### config.mk
export PLATFORM = sky130hd
export DESIGN_NAME = mem_wb
export DESIGN_NICKNAME = d
export VERILOG_FILES = /design/src/rtl/mem_wb.sv
export SDC_FILE = /design/constraint.sdc
export NUM_CORES = 1
export LEC_CHECK = 0
export CAP_MARGIN = 20
export CORE_ASPECT_RATIO = 0.5
export CORE_MARGIN = 2
export CORE_UTILIZATION = 40
export CTS_BUF_LIST = sky130_fd_sc_hd__clkbuf_8
export CTS_CLUSTER_DIAMETER = 30
export CTS_CLUSTER_SIZE = 24
export DETAILED_ROUTE_END_ITERATION = 8
export GPL_TIMING_DRIVEN = 1
export PLACE_DENSITY_LB_ADDON = 0.3
export SETUP_SLACK_MARGIN = 0.2
export SKIP_LAST_GASP = 1
export SLEW_MARGIN = 30
export SYNTH_ARGS = -nofsm -noshare
export SYNTH_HDL_FRONTEND = slang
export SYNTH_SLANG_ARGS = --single-unit
export TNS_END_PERCENT = 1
### constraint.sdc
create_clock -name clk -period 2.85 [get_ports clk]
set_input_delay 0.57 -clock clk [delete_from_list [all_inputs] [get_ports clk]]
set_output_delay 0.57 -clock clk [all_outputs]
set_load 0.05 [all_outputs]
### src/rtl/mem_wb.sv
// MEM/WB pipeline register: carries the register write-back triple into WB,
// owns the LLbit used by ll/sc, forwards it back to MEM and counts retirements.
module mem_wb (
   input  logic        clk,
   input  logic        rst,
   input  logic        stall_mem,
   input  logic        stall_wb,
   input  logic        flush,
   input  logic        mem_valid,
   input  logic [31:0] regData,
   input  logic [4:0]  regAddr,
   input  logic        regWrite,
   input  logic        wbit,
   input  logic        wLLbit,
   output logic [31:0] wb_regData,
   output logic [4:0]  wb_regAddr,
   output logic        wb_regWrite,
   output logic        rLLbit,
   output logic [31:0] retired
);

   localparam int unsigned DATA_W = 32;
   localparam int unsigned ADDR_W = 5;

   typedef struct packed {
      logic [DATA_W-1:0] data;
      logic [ADDR_W-1:0] addr;
      logic              we;
      logic              llwe;
      logic              llval;
   } wb_entry_t;

   wb_entry_t pipe_q;
   wb_entry_t pipe_nxt;
   wb_entry_t cap;
   logic      llbit_q;
   logic      llbit_nxt;
   logic      count_en;

   // Bubbles never write the register file nor the LLbit.
   always_comb begin
      cap       = '0;
      cap.data  = regData;
      cap.addr  = regAddr;
      cap.we    = regWrite & mem_valid;
      cap.llwe  = wbit & mem_valid;
      cap.llval = wLLbit;
   end

   // Pipeline entry: flush > MEM-only stall (bubble) > any WB stall (hold) > capture.
   always_comb begin
      pipe_nxt = cap;
      if (flush) begin
         pipe_nxt = '0;
      end else if (stall_mem && !stall_wb) begin
         pipe_nxt = '0;
      end else if (stall_wb) begin
         pipe_nxt = pipe_q;
      end
   end

   // A pending LLbit write commits only when WB advances, so a held entry commits once.
   always_comb begin
      llbit_nxt = llbit_q;
      if (flush) begin
         llbit_nxt = 1'b0;
      end else if (pipe_q.llwe && !stall_wb) begin
         llbit_nxt = pipe_q.llval;
      end
   end

   assign count_en = !flush && !stall_mem && !stall_wb && mem_valid;

   always_ff @(posedge clk) begin
      if (rst) begin
         pipe_q  <= '0;
         llbit_q <= 1'b0;
         retired <= '0;
      end else begin
         pipe_q  <= pipe_nxt;
         llbit_q <= llbit_nxt;
         if (count_en) begin
            retired <= retired + DATA_W'(1);
         end
      end
   end

   assign wb_regData  = pipe_q.data;
   assign wb_regAddr  = pipe_q.addr;
   assign wb_regWrite = pipe_q.we;

   // Forward the in-flight LLbit write so back-to-back ll; sc sees it.
   assign rLLbit = flush ? 1'b0 : (pipe_q.llwe ? pipe_q.llval : llbit_q);

endmodule

Port wiring:
Drawn at 4 px/um.
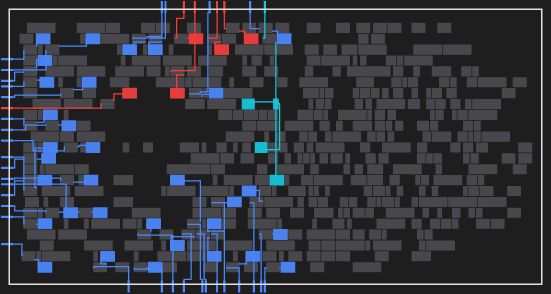
`regAddr`: drawn in red, direction input, edge 4 top, 1 left, end cells 5, wire 87.3 um. `regData`: drawn in blue, direction input, edge 16 left, 12 bottom, 4 top, end cells 32, wire 508 um. `flush`: drawn in cyan, direction input, edge top, end cells 5, wire 65.9 um.
IO Pins: 117
Port Buffers: 116

Layout detail:
Region (90, 41) to (110, 61) um. Cells in grey, sequential cells in the stronger grey; small squares are vias.
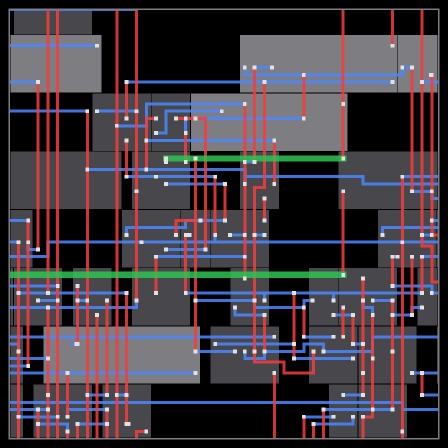
M2: drawn in red. M3: drawn in green. M1: drawn in blue.
Most frequent: or4_1 (5), dfxtp_1 (4). Sequential cells in the window: 4. Netlist names of flops here include `retired` (4). 26 logic cells have their middle in the window.

The clock network:
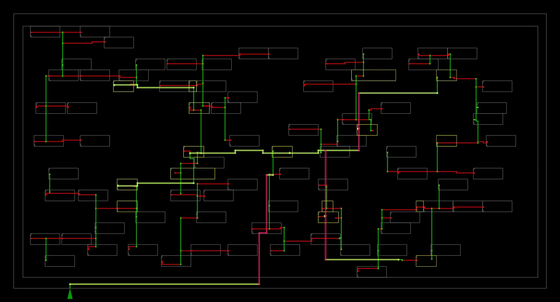
layout clock buffer count: 11
sequential cell count: 73
Clk power: 0.000914 W

==> reports/qor.csv <==
metric,value,unit
yosysChipArea,0.00332,mm2
cts_setup_buffers,0,
clkLatencyLatePin,0.35,ns
synth-compound-area-share,7.40,%
reg2reg_slack,0.73,ns
setup_viol_count_final,0,
comb_area_share,32.6,%
synth_top_area_share,44.1,%
clock_sinks,73,
grtUsageMet1,19.5,%
die_h,68.4,um
holdWs,0.494,ns
xor_share,2.38,%
setup_slack,0.196,ns
synthArstFlopShare,0,%
tightestPinTransition,0.709,ns
flop_cell,dfxtp_1,
place_congestion,0.777,
grt_usage,17.1,%
antenna_found_initial,0,
rows,23,
most_common_cell,dfxtp_1,
ir_drop,0.202,mV
dieArea,0.00908,mm2
final-clk-cell-share,4.98,%
endpoint_kind,register,
gr-max-usage-layer,met2,
clkTransAtPathRegs,0.07,ns
outcome,finished clean,
n_all_buffers,129,
grt_pass1_wl,12.2,mm
met1_length,3.25,mm
core,0.00803,mm2
hpwl,5.08,mm
synth.net_count,412,
routed.top_layer,met4,
path_depth,6,
cp_cell_sequence,clkdlybuf4s50_1 > or4b_1 > buf_4 > or3_4 > nor4_2 > mux2_2,
mux_area_share,13.1,%
setup_tns,0,ns
drive_gt1_share,8.61,%
synthDistinctLibCells,30,
h-tree-depth,3,
inverters,5,
die_x,133,um
dp_slack,-0.194,ns
power_leakage,1.64,nW
fin_util,57.3,%
grt_overflow,0,
required,3.09,ns
nonClkBufAreaFrac,27.2,%
seq_area,0.00146,mm2
hold_viol,0,
cts_buffers,9,
cp-endpoint,retired[31],
grt_pass1_vias,2616,
area_growth,38.8,%
cpLargestDelayFamily,simple AND/OR/NAND/NOR gates,
cts-root-buf,clkbuf_8,
nWellTaps,112,
power_density,475,mW/mm2
seq-cell-share,31.8,%
stdcell_count,565,
min_path_type,register to register,
startpoint_type,primary input,
r2r_start,retired[7],
worstSetupPathType,primary input to register,
area_leaders,"dfxtp_1, mux2i_1, buf_4",
layout.cells.most_common,clkdlybuf4s50_1,
initial_core_util,41.3,%
fillers,713,
max_stage_delay,0.59,ns
yosys_cells,365,
ys_seq_share,44.1,%
period_needed,2.65,ns
edf_count,0,
fmax,377,MHz
crit_path_start,flush,
crit_buf_inv,2,
holdBufCountCts,0,
yosys_warnings,0,
cts_resized,1,
drv_slew,0,
slowest_stage,or4b_1,
cts_tree,yes,
path_max_fanout,11,
synth_cells,365,
wl_per_cell,13.1,um
topCombFamilyByArea,simple AND/OR/NAND/NOR gates,
drv_cap,0,
comb_cells,230,
dr_wl_met3,472,um
synth-adder-area-share,0.377,%
grt_use_met3,7.33,%
finalPower,0.00219,W
simple_gate_area_share,21.1,%
drc_errors,0,
dp_cells,549,
synth.cell_area,0.00332,mm2
placed_area,0.00436,mm2
Signal wires on met2:
Drawn at 4 px/um. Cells faint in the background.
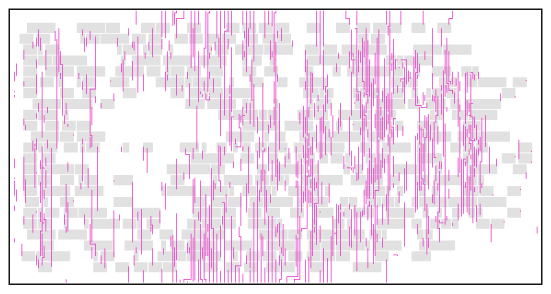
The layer holds 48% of the routed length. The wires run mostly vertical. 416 nets have wire on it.

Routed metal, one colour a layer:
Drawn at 6 px/um. Only two layers are drawn.
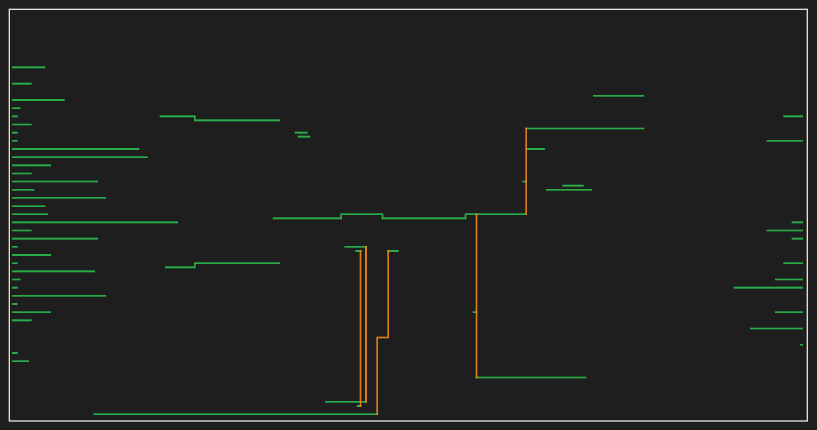
M3: drawn in green, wire length 472 um. M4: drawn in orange, wire length 122 um.

## sequential cells by signal, summed over array words and instances (netlist names)
register and count:
retired 32, wb_regData 32, wb_regAddr 5, pipe_q 2
llbit_q 1, wb_regWrite 1
## power breakdown
group	internal [W]	switching (W)
logic	0.000113	0.000116
registers	0.00104	0.00000798
clock network	0.000537	0.000377
total	0.00169	0.000500
## worst min-delay path by stage
stage / from / endpoint / slack [ns] / cells past startpoint
floorplan: wb_regAddr[0] / wb_regAddr[0] / 0.46 / 2
global placement: wb_regData[20] / wb_regData[20] / 0.47 / 2
detailed placement: wb_regData[6] / wb_regData[6] / 0.48 / 2
CTS: wb_regData[22] / wb_regData[22] / 0.50 / 2
global route: retired[1] / retired[1] / 0.51 / 2
finish: wb_regData[22] / wb_regData[22] / 0.49 / 2
Power is estimated from default activity; no workload was simulated.
